run_1/final_congestion.png
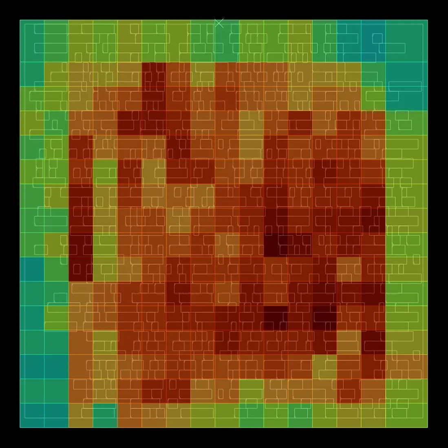
run_1/registers.png
Scale bar: 20 um. Other sequential cells in the stronger grey, the rest of the logic in the fainter grey.
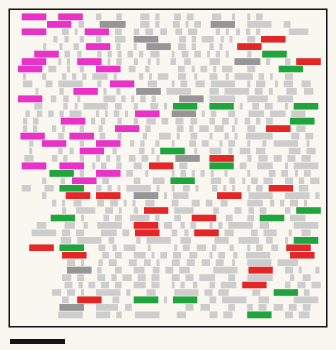
run_1/gate_families.png
Scale bar: 20 um.
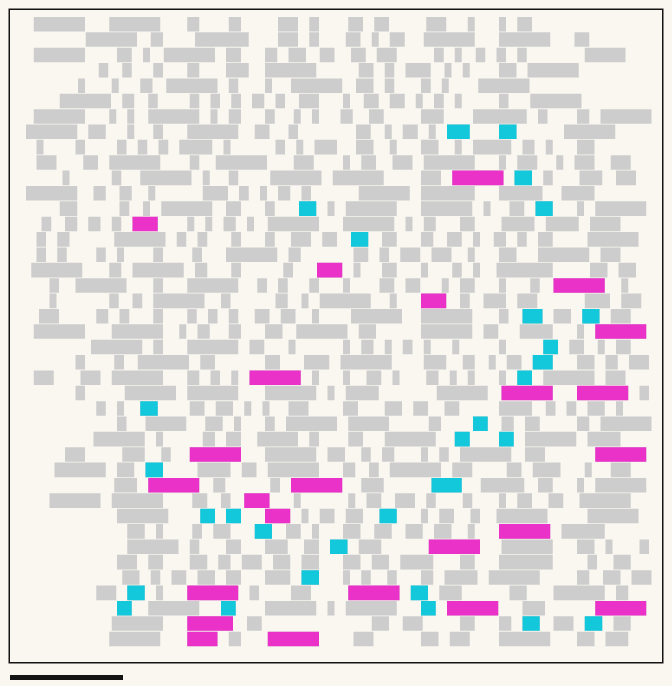
`config.mk`:
```
export PLATFORM = sky130hd
export DESIGN_NAME = lf_meas_sequencer
export DESIGN_NICKNAME = d
export VERILOG_FILES = /design/src/rtl/lf_meas_sequencer.sv
export SDC_FILE = /design/constraint.sdc
export NUM_CORES = 1
export LEC_CHECK = 0
export CELL_PAD_IN_SITES_DETAIL_PLACEMENT = 2
export CELL_PAD_IN_SITES_GLOBAL_PLACEMENT = 2
export CORE_UTILIZATION = 35
export CTS_BUF_LIST = sky130_fd_sc_hd__clkbuf_16
export DETAILED_ROUTE_END_ITERATION = 10
export PLACE_DENSITY = 0.84
export SETUP_SLACK_MARGIN = 0.5
export SYNTH_ARGS = -nofsm -noshare
export SYNTH_HDL_FRONTEND = slang
export SYNTH_SLANG_ARGS = --single-unit
```
`constraint.sdc`:
```
create_clock -name clk -period 3.1 [get_ports clk]
set_input_delay 0.775 -clock clk [delete_from_list [all_inputs] [get_ports clk]]
set_output_delay 0.775 -clock clk [all_outputs]
set_load 0.02 [all_outputs]
```
`src/rtl/lf_meas_sequencer.sv`:
```
// lf_meas_sequencer
// Measurement sequencer for the auto-scaled low-frequency counter. It runs the
// microsecond period counter through repeated start/done handshakes, sums
// 2^N_AVG_LOG2 period samples and publishes their truncated average. A sample
// that never arrives within TIMEOUT_CYC cycles aborts the block. Single-shot
// and continuous operation are supported.
//
// Ports
//   clk           system clock (50 MHz), rising edge
//   reset         asynchronous, active-low
//   go            start request, sampled in IDLE only
//   cont          1 = continuous mode, 0 = single-shot
//   cnt_ready     period counter is idle
//   cnt_done_tick one-cycle pulse: period counter finished a measurement
//   cnt_prd       counter result in us, valid with cnt_done_tick
//   cnt_start     start pulse to the period counter
//   cnt_reset     synchronous active-high reset to the period counter
//   busy          sequencer is not in IDLE
//   valid         one-cycle pulse: prd_avg has just been updated
//   prd_avg       averaged period in us, held until the next valid
//   timeout       one-cycle pulse on a measurement abort
//   too_fast      1 if any sample of the last published block was 0
module lf_meas_sequencer #(
  parameter int unsigned N_AVG_LOG2  = 2,
  parameter int unsigned TIMEOUT_CYC = 50_000_000
) (
  input  logic        clk,
  input  logic        reset,
  input  logic        go,
  input  logic        cont,
  input  logic        cnt_ready,
  input  logic        cnt_done_tick,
  input  logic [19:0] cnt_prd,
  output logic        cnt_start,
  output logic        cnt_reset,
  output logic        busy,
  output logic        valid,
  output logic [19:0] prd_avg,
  output logic        timeout,
  output logic        too_fast
);

  // The accumulator holds 2^N samples of 20 bits, so it cannot overflow.
  localparam int unsigned ACC_W = 20 + N_AVG_LOG2;
  // One spare bit keeps the sample index a legal vector even when N = 0.
  localparam int unsigned K_W   = N_AVG_LOG2 + 1;
  localparam int unsigned TMO_W = $clog2(TIMEOUT_CYC + 1);

  localparam logic [K_W-1:0]   K_LAST   = K_W'((1 << N_AVG_LOG2) - 1);
  localparam logic [TMO_W-1:0] TMO_LAST = TMO_W'(TIMEOUT_CYC - 1);

  typedef enum logic [2:0] {
    S_IDLE,
    S_ARM,
    S_WAIT,
    S_OUT,
    S_TMO
  } state_t;

  state_t           state;
  logic [ACC_W-1:0] acc;
  logic [ACC_W-1:0] acc_sum;
  logic [K_W-1:0]   k;
  logic             tf_acc;
  logic             sample_zero;
  logic [TMO_W-1:0] tmo_cnt;

  // Running sum including the sample on cnt_prd this cycle; the average is
  // taken from this so the final sample is included without an extra cycle.
  assign acc_sum     = acc + ACC_W'(cnt_prd);
  assign sample_zero = (cnt_prd == '0);

  // The start pulse follows cnt_ready while armed, so the counter is
  // re-launched in the same cycle it reports idle.
  assign cnt_start   = (state == S_ARM) && cnt_ready;

  // NOTE: every register here, state and datapath alike, is updated with
  // non-blocking assignments so all branches read the pre-edge values.
  always_ff @(posedge clk or negedge reset) begin
    if (!reset) begin
      state     <= S_IDLE;
      acc       <= '0;
      k         <= '0;
      tf_acc    <= 1'b0;
      tmo_cnt   <= '0;
      busy      <= 1'b0;
      valid     <= 1'b0;
      timeout   <= 1'b0;
      cnt_reset <= 1'b1;
      prd_avg   <= '0;
      too_fast  <= 1'b0;
    end else begin
      // Pulse outputs default low and are raised on the edge that enters
      // the state they belong to, which makes them registered and one cycle.
      valid     <= 1'b0;
      timeout   <= 1'b0;
      cnt_reset <= 1'b0;

      unique case (state)
        S_IDLE: begin
          if (go) begin
            state  <= S_ARM;
            busy   <= 1'b1;
            acc    <= '0;
            k      <= '0;
            tf_acc <= 1'b0;
          end
        end

        S_ARM: begin
          if (cnt_ready) begin
            state   <= S_WAIT;
            tmo_cnt <= '0;
          end
        end

        S_WAIT: begin
          tmo_cnt <= tmo_cnt + TMO_W'(1);
          // A sample arriving on the terminal-count cycle takes priority.
          if (cnt_done_tick) begin
            acc    <= acc_sum;
            k      <= k + K_W'(1);
            tf_acc <= tf_acc | sample_zero;
            if (k == K_LAST) begin
              state    <= S_OUT;
              valid    <= 1'b1;
              prd_avg  <= acc_sum[ACC_W-1:N_AVG_LOG2];
              too_fast <= tf_acc | sample_zero;
            end else begin
              state <= S_ARM;
            end
          end else if (tmo_cnt == TMO_LAST) begin
            state     <= S_TMO;
            timeout   <= 1'b1;
            cnt_reset <= 1'b1;
          end
        end

        S_OUT, S_TMO: begin
          acc    <= '0;
          k      <= '0;
          tf_acc <= 1'b0;
          state  <= cont ? S_ARM : S_IDLE;
          busy   <= cont;
        end

        default: begin
          state <= S_IDLE;
          busy  <= 1'b0;
        end
      endcase
    end
  end

endmodule
```
==> results.txt, run 1 <==
The run has ended; figures from its reports follow.

The hold-fix buffer count after cts is 0. The report counts max-capacitance violations totalling 0. The proportion of cell area occupied by registers is a little under a third. TritonCTS built the clock tree.

The worst setup path is of the input pin to register kind. The largest net degree at the start of global routing is slightly above 80. Summed over all routing layers, the global router reports a total usage of 32.3%. The total count of hold-check failures in the final report came out at 0. The total DRC errors in the routed layout came out at 2. The share of synthesized cell area in and-or and or-and compound cells came out at approximately a fifth. The switching share of total power came out at between 40% and 50%. The post-synthesis async set-or-reset flop share is 100%.

The vias per cell is 6.25. The flow ran to the end, but the final reports show violations. The worst setup path is launched from an input pin. The total number of vias came out at 4687. The pre-placement core utilization is a little over a third. The capture point of the critical path was reported as prd_avg[18]. The first global-routing pass estimated 31.5 mm of wire. The clock-cell share of area is between 4 and 5%. The internal power summed over all cells is between 3 and 4 mW. The detail route stage leaves a number of antenna-violating nets equal to 0.

The wire-length estimate of the detail-placed layout is between 10 and 15 mm. The post-synthesis share of cell area spent on full adders, half adders and majority gates came out at 6.84%. The leakage power summed over all cells is 2.72 nW.

The later pin in the worst-skew pair is clocked with a latency of between 0.3 and 0.4 ns. In this run the worst setup path begins at cnt_prd[0]. Yosys attributes the largest share of cell area to sky130_fd_sc_hd__dfrtp_1 44%, sky130_fd_sc_hd__ha_1 6.4%, sky130_fd_sc_hd__o21ai_0 5.8%, sky130_fd_sc_hd__nand2_1 4.8%, sky130_fd_sc_hd__nand3_1 3.3%. STA classifies the critical path endpoint as a register. The number of port buffers is approximately 51. The startpoint of the lowest-slack register-to-register path is acc[0]. The post-synthesis cell count is between 400 and 500. At the pin with the least slew margin, the transition time is between 0.5 and 0.6 ns. The number of buffers created by CTS is 9. The clock buffer instance count of the final layout came out at 9.

The design has about 80 sequential cells. The post-route cell area is between 6000 and 7000 um^2. The tree is rooted in a sky130_fd_sc_hd__clkbuf_16. The critical-path maximum fanout came out at 3. The Yosys step of the flow raised 0 warnings. The clock period minus final worst setup slack is between 2 and 3 ns.

The total die size is 13300 um^2. The violation count after the first detailed-routing iteration came out at ~250. The portion of total power attributed to combinational logic is between 50% and 60%. The net switching power figure came out at 2.48 mW. For reference, the post-synthesis area per instance comes to ~9.3 um^2.

The net count after synthesis is about 540. The worst register-to-register path ends at prd_avg[18]. The last weighted congestion value of the routability-driven placer came out at approximately 0.8. Yosys reports the multiplexer fraction of the synthesized area as ~3.9%. The net count of the finished layout is 623. The post-synthesis simple-gate area fraction came out at 18.8%.

The inverter tally of the final layout excluding the clock network is 10. Looking at the gate-level netlist, the highest instance count belongs to sky130_fd_sc_hd__dfrtp_1. The reg2reg setup slack came out at 0.55 ns. The normalized max-slew margin came out at between 60% and 70%. The overall power after layout is 5.51 mW. The number of antenna violations at the first check in global routing is 0. The relative area change from synthesis to final layout is 40.6%.

The total number of H-tree levels is 3. The footprint of the flip-flops and latches is 2000 um^2. The count of plain and timing-repair buffers came out at 104. The portion of total power attributed to the clock network is a little under a fifth. The deepest clock path buffer count is 2. The share of final-layout standard cells stronger than drive strength 1 came out at between 20% and 30%. Sequential cells were found to cover 44.5% of the synthesized design area.

The share of total power in sequential cells came out at 26.7%. The max-slew violation total from the final report came out at 0. According to the Yosys statistics, the synthesized design has a chip area of ~4500 um^2.

The clock sink count came out at 80. The synthesis stat section lists a flop and latch total of approximately 80. The checks that failed: DRC. 52 I/O pins were placed. In the synthesized netlist the dominant register cell turns out to be sky130_fd_sc_hd__dfrtp_1. The highest clock frequency the design can meet is around 370 MHz. The count of inserted tapcells came out at roughly 170. The maximum ir drop on the vdd rail came out at 417 uV. The number of filler cells placed in the layout is 1282. Setup repair after global routing could not meet its margin everywhere. Across all stage logs, warnings added up to 27.

The routed design has roughly 23 mm of wire. The diode insertion count for antenna repair is 0. Summing every instance area after synthesis gives ~4500 um^2. The wire length per cell after detailed routing came out at just over 30 um. In the final run the clock tree shows a worst skew of approximately 0.015 ns. The path class of the tightest hold or removal check is input pin to async pin.

The sum of overflow across all layers after global routing came out at 0. The die is between 100 and 150 um tall. Endpoints with negative setup slack in the final report add up to 0.

The floorplan row count is between 40 and 50. The layout multi-input combinational cell count came out at roughly 370. The cell count in the Yosys report came out at 485. Before antenna repair, the detailed router went through 8 iterations.
## Picture notes: final_congestion.png
fraction of met2 tracks used by global routing: 58.9%
busiest layer in global routing: met2

## Picture notes: registers.png
magenta -> `tmo_cnt`  # placed flops 26
green -> `prd_avg`  # placed flops 20, where widely spread
red -> `acc`  # placed flops 22, where widely spread
not coloured = 12

## Picture notes: gate_families.png
magenta -> adder and majority cells  # cells 24
cyan -> AND-OR and OR-AND gates  # cells 30

==> run 1: sequential cells by signal (all words and copies together) (netlist names) <==
register and flops:
acc 22, busy 1, cnt_reset 1, k 3, prd_avg 20, state 3, tf_acc 1, timeout 1
tmo_cnt 26, too_fast 1, valid 1
==> run 1: per-layer routing <==
metal | up-vias | wire length [um] | global-route usage [%]
li1 | 1964 | - | -
met3 | 93 | 864 | 6.38
met2 | 188 | 11600 | 58.9
met5 | - | 0 | 0
met1 | 2442 | 8610 | 35.2
met4 | 0 | 1520 | 16.9
==> run 1: logic make-up (layout without fill, tap and decap cells) <==
family / after synthesis / count (layout)
xor+xnor: 15 / 15
compound gates: 139 / 139
fa+ha+maj: 24 / 24
simple gates: 174 / 174
buf+inv: 37 / 130
mux: 16 / 16
flops: 80 / 80
==> run 1: critical path, cell delays in order <==
cell and delay [ns]:
sky130_fd_sc_hd__clkbuf_2 0.11, sky130_fd_sc_hd__ha_2 0.21, sky130_fd_sc_hd__fa_2 0.39, sky130_fd_sc_hd__a211oi_4 0.28, sky130_fd_sc_hd__o21ai_2 0.12, sky130_fd_sc_hd__nand4_1 0.19
sky130_fd_sc_hd__nand2_2 0.14, sky130_fd_sc_hd__a311oi_4 0.41, sky130_fd_sc_hd__xnor2_1 0.20, sky130_fd_sc_hd__o21ai_1 0.11
==> run 1: repair_timing <==
action / in CTS / in global routing
setup endpoints to repair: 33 / 26
pin swaps: 24 / 24
resized: 80 / 42
buffers inserted: 14 / 5
==> run 1: power by group through the flow <==
stage | sequential, mW | clock, mW | combinational (mW)
2_1_floorplan | 1.35 | 0 | 1.26
3_3_place_gp | 1.37 | 0 | 1.86
3_5_place_dp | 1.40 | 0 | 2.04
4_1_cts | 1.43 | 0.998 | 2.44
5_1_grt | 1.48 | 1.08 | 3.12
6_report | 1.47 | 1.04 | 2.99
==> run 1: cells in the final DEF (no fill, tap or decap), types with 10 or more instances in the layout <==
master                            Yosys  routed
sky130_fd_sc_hd__nor2_1              33      31
sky130_fd_sc_hd__dlygate4sd2_1        0      14
sky130_fd_sc_hd__a21oi_1             20      11
sky130_fd_sc_hd__buf_4                0      52
sky130_fd_sc_hd__nand2_1             57      53
sky130_fd_sc_hd__clkdlybuf4s50_1      0      31
sky130_fd_sc_hd__mux2_2              10      10
sky130_fd_sc_hd__dfrtp_1             79      78
sky130_fd_sc_hd__a22o_1              14      14
sky130_fd_sc_hd__nand3_1             30      28
sky130_fd_sc_hd__ha_4                 0      17
sky130_fd_sc_hd__nand4_1             17      17
sky130_fd_sc_hd__o21ai_0             52      44
==> run 1: stage by stage <==
stage	utilization (%)	TNS, ns	hold WS [ns]	std cells	setup slack (ns)
2_1_floorplan	-	0	0.437	485	0.501
3_3_place_gp	42.9	-1.28	0.454	715	-0.126
3_5_place_dp	42.9	-5.31	0.488	715	-0.408
4_1_cts	48.4	0	0.474	745	0.504
5_1_grt	50.4	0	0.462	750	0.336
6_report	50.4	0	0.416	750	0.404
==> run 2: changes to the inputs <==
--- a/config.mk
+++ b/config.mk
@@ -5,6 +5,7 @@
 export SDC_FILE = /design/constraint.sdc
 export NUM_CORES = 1
 export LEC_CHECK = 0
+export ABC_CLOCK_PERIOD_IN_PS = 3100
 export CELL_PAD_IN_SITES_DETAIL_PLACEMENT = 2
 export CELL_PAD_IN_SITES_GLOBAL_PLACEMENT = 2
 export CORE_UTILIZATION = 35
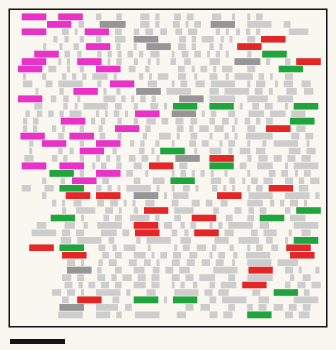
run_2/registers.png
Scale bar: 20 um. Other sequential cells in the stronger grey, the rest of the logic in the fainter grey.
magenta -> `tmo_cnt`  # placed flops 26
green -> `prd_avg`  # placed flops 20, where widely spread
red -> `acc`  # placed flops 22, where widely spread
not coloured = 12

==> results.txt, run 2 <==
The run has ended; figures from its reports follow.

The net switching power figure came out at 2.48 mW (unchanged). The total detailed-routing wirelength is 22.6 mm (unchanged). The relative area change from synthesis to final layout came out at 40.6% (unchanged). The setup total negative slack is 0 ns (unchanged).

The deepest clock path buffer count is 2 (unchanged). The clock sink count came out at 80 (unchanged). The worst setup slack after layout came to 0.404 ns (unchanged). STA classifies the critical path endpoint as a register. The number of port buffers was 51 (unchanged). The capture point of the critical path was reported as prd_avg[18].

The number of flip-flops in the largest register came out at 26 (unchanged). The internal power summed over all cells was 3.03 mW (unchanged). The footprint of the flip-flops and latches came out at 2000 um^2 (unchanged). The leakage power summed over all cells came to 2.72 nW (unchanged). The largest net degree at the start of global routing came out at 81 (unchanged).

The total I/O pin count is 52 (unchanged). For reference, the critical path is launched at cnt_prd[0]. The synthesized area divided by synthesized cell count is 9.28 um^2 (unchanged). The critical path's slowest stage uses the library cell sky130_fd_sc_hd__a311oi_4.

The number of nets still failing antenna checks after routing came to 0 (unchanged). The number of antenna violations at the first check in global routing was 0 (unchanged). The share of total power in sequential cells is 26.7% (about the same). The actual transition at the worst max-transition pin is 0.581 ns (unchanged). The maximum ir drop on the vdd rail was 417 uV (unchanged). tmo_cnt holds more flip-flops than any other register. STA classifies the critical path startpoint as an input pin. The non-filler instance count after layout came out at 750 (unchanged). The total count of hold-check failures in the final report is 0 (unchanged). The clock tree root buffer cell is sky130_fd_sc_hd__clkbuf_16. The die extent in y is 115 um (unchanged).

Yosys attributes the largest share of cell area to sky130_fd_sc_hd__dfrtp_1 44%, sky130_fd_sc_hd__ha_1 6.4%, sky130_fd_sc_hd__o21ai_0 5.8%, sky130_fd_sc_hd__nand2_1 4.8%, sky130_fd_sc_hd__nand3_1 3.3%. The net count of the finished layout is 623 (unchanged). The share of final-layout standard cells stronger than drive strength 1 came out at 26.6% (unchanged). The number of filler cells placed in the layout came out at 1282 (unchanged). The summed standard-cell area reported by yosys is 4500 um^2 (unchanged). The worst register-to-register path begins at acc[0]. The tool warning count came out at 27 (unchanged). The final clock skew is 0.0149 ns (unchanged). The post-route cell area was 6330 um^2 (unchanged). The switching share of total power is 45.0% (unchanged).

The number of buffers created by CTS came out at 9 (unchanged). The violation count after the first detailed-routing iteration is 250 (unchanged). The diode insertion count for antenna repair came out at 0 (unchanged). The total number of H-tree levels was 3 (unchanged).

The vias per cell came to 6.25 (unchanged). The wire length per cell after detailed routing is 30.2 um (unchanged). The number of synthesized register bits was 80 (unchanged). The registers reported with the highest flop counts are tmo_cnt (26), acc (22), prd_avg (20). The proportion of synthesized chip area in sequential cells came out at 44.5% (unchanged). The post-synthesis cell count came out at 485 (unchanged). The setup slack after placement is -0.408 ns (unchanged). Ranking logic cells in the layout by count gives the top entries 78 x sky130_fd_sc_hd__dfrtp_1, 53 x sky130_fd_sc_hd__nand2_1, 52 x sky130_fd_sc_hd__buf_4.

For reference, the critical path cell chain is clkbuf_2 > ha_2 > fa_2 > a211oi_4 > o21ai_2 > nand4_1 > nand2_2 > a311oi_4 > xnor2_1 > o21ai_1. The final hold slack is 0.416 ns (unchanged). The critical-path maximum fanout is 3 (unchanged). The worst-skew pair later-pin latency is 0.36 ns (about the same). The count of synthesis-stage warnings from yosys came out at 0 (unchanged). The half-perimeter wire length of the detailed placement result came to 11.3 mm (unchanged). The wire length of the first global-routing pass is 31.5 mm (unchanged). The clock period minus final worst setup slack came to 2.70 ns (unchanged). The total DRC errors in the routed layout came to 2 (unchanged).

The final count of negative-setup-slack endpoints is 0 (unchanged). The global-route total usage across every layer came out at 32.3% (unchanged). The delay of the slowest cell on the worst path was 0.41 ns (about the same). The post-synthesis async set-or-reset flop share is 100% (unchanged). The last weighted congestion value of the routability-driven placer came to 0.822 (unchanged).

The tally of max-capacitance violations is 0 (unchanged). The normalized max-slew margin came out at 61.2% (unchanged). The flow ran to the end, but the final reports show violations. The sum of overflow across all layers after global routing is 0 (unchanged).

The reg2reg setup slack came out at 0.55 ns (about the same). For the worst reg-to-reg path, the endpoint reported by OpenROAD is prd_avg[18]. The commonest register cell is sky130_fd_sc_hd__dfrtp_1. The checks that failed: DRC. Leaving out fill and tap cells, the most frequent cell in the layout is sky130_fd_sc_hd__dfrtp_1.
[run 2: routing by layer]
layer  part of all wire, %  GRT usage (%)  vias up
li1                      -              -     1964
met1                    38           35.2     2442
met2                    51           58.9      188
met3                   3.8           6.38       93
met4                   6.7           16.9        0
met5                     0              0        -
[run 2: metrics by stage]
step	util [%]	total power [mW]
finish	50.4	5.51
global route	50.4	5.69
CTS	48.4	4.87
detailed placement	42.9	3.44
global placement	42.9	3.24
floorplan	-	2.60
[run 2: critical path: cells and delay by family]
kind / cells / cell delay (ns)
xor+xnor: 1 / 0.20
fa+ha+maj: 2 / 0.60
simple gates: 2 / 0.33
buf+inv: 1 / 0.11
compound gates: 4 / 0.92
[run 2: cell families after synthesis]
| group | after synthesis | share of synthesized area (%) |
|---|---|---|
| AOI/OAI and AO/OA | 139 | 19.6 |
| and+or+nand+nor | 174 | 18.8 |
| buffers and inverters | 37 | 3.42 |
| adders and majority gates | 24 | 6.84 |
| DFF | 80 | 44.5 |
| xor gates and xnor gates | 15 | 2.92 |
| muxes | 16 | 3.95 |
[run 2: timing repair]
action,4_1_cts,5_1_grt
endpoints found under the hold margin,0,0
gates resized,80,42
setup buffers,14,5
setup endpoints to repair,33,26
pin swaps,24,24
[run 2: final cells by class]
type                    count  area share (%)
clock buffers               9            3.56
multi-input cells         368            45.8
repair buffers            104            14.2
well taps                 172            3.40
flip-flops and latches     80            31.7
inverters                  10           0.692
clock inverters             7           0.613
[run 2: worst min path at each step]
stage | end | depth (start not counted)
floorplan | tmo_cnt[22] | 1
global placement | tmo_cnt[22] | 1
detailed placement | tmo_cnt[20] | 1
CTS | prd_avg[15] | 2
global route | acc[17] | 2
finish | acc[18] | 2
[run 2: power groups by stage]
stage,sequential [mW],clock (mW),combinational (mW)
floorplan,1.35,0,1.26
global placement,1.37,0,1.86
detailed placement,1.40,0,2.04
CTS,1.43,0.998,2.44
global route,1.48,1.08,3.12
finish,1.47,1.04,2.99
Power and IR drop assume default switching activity.
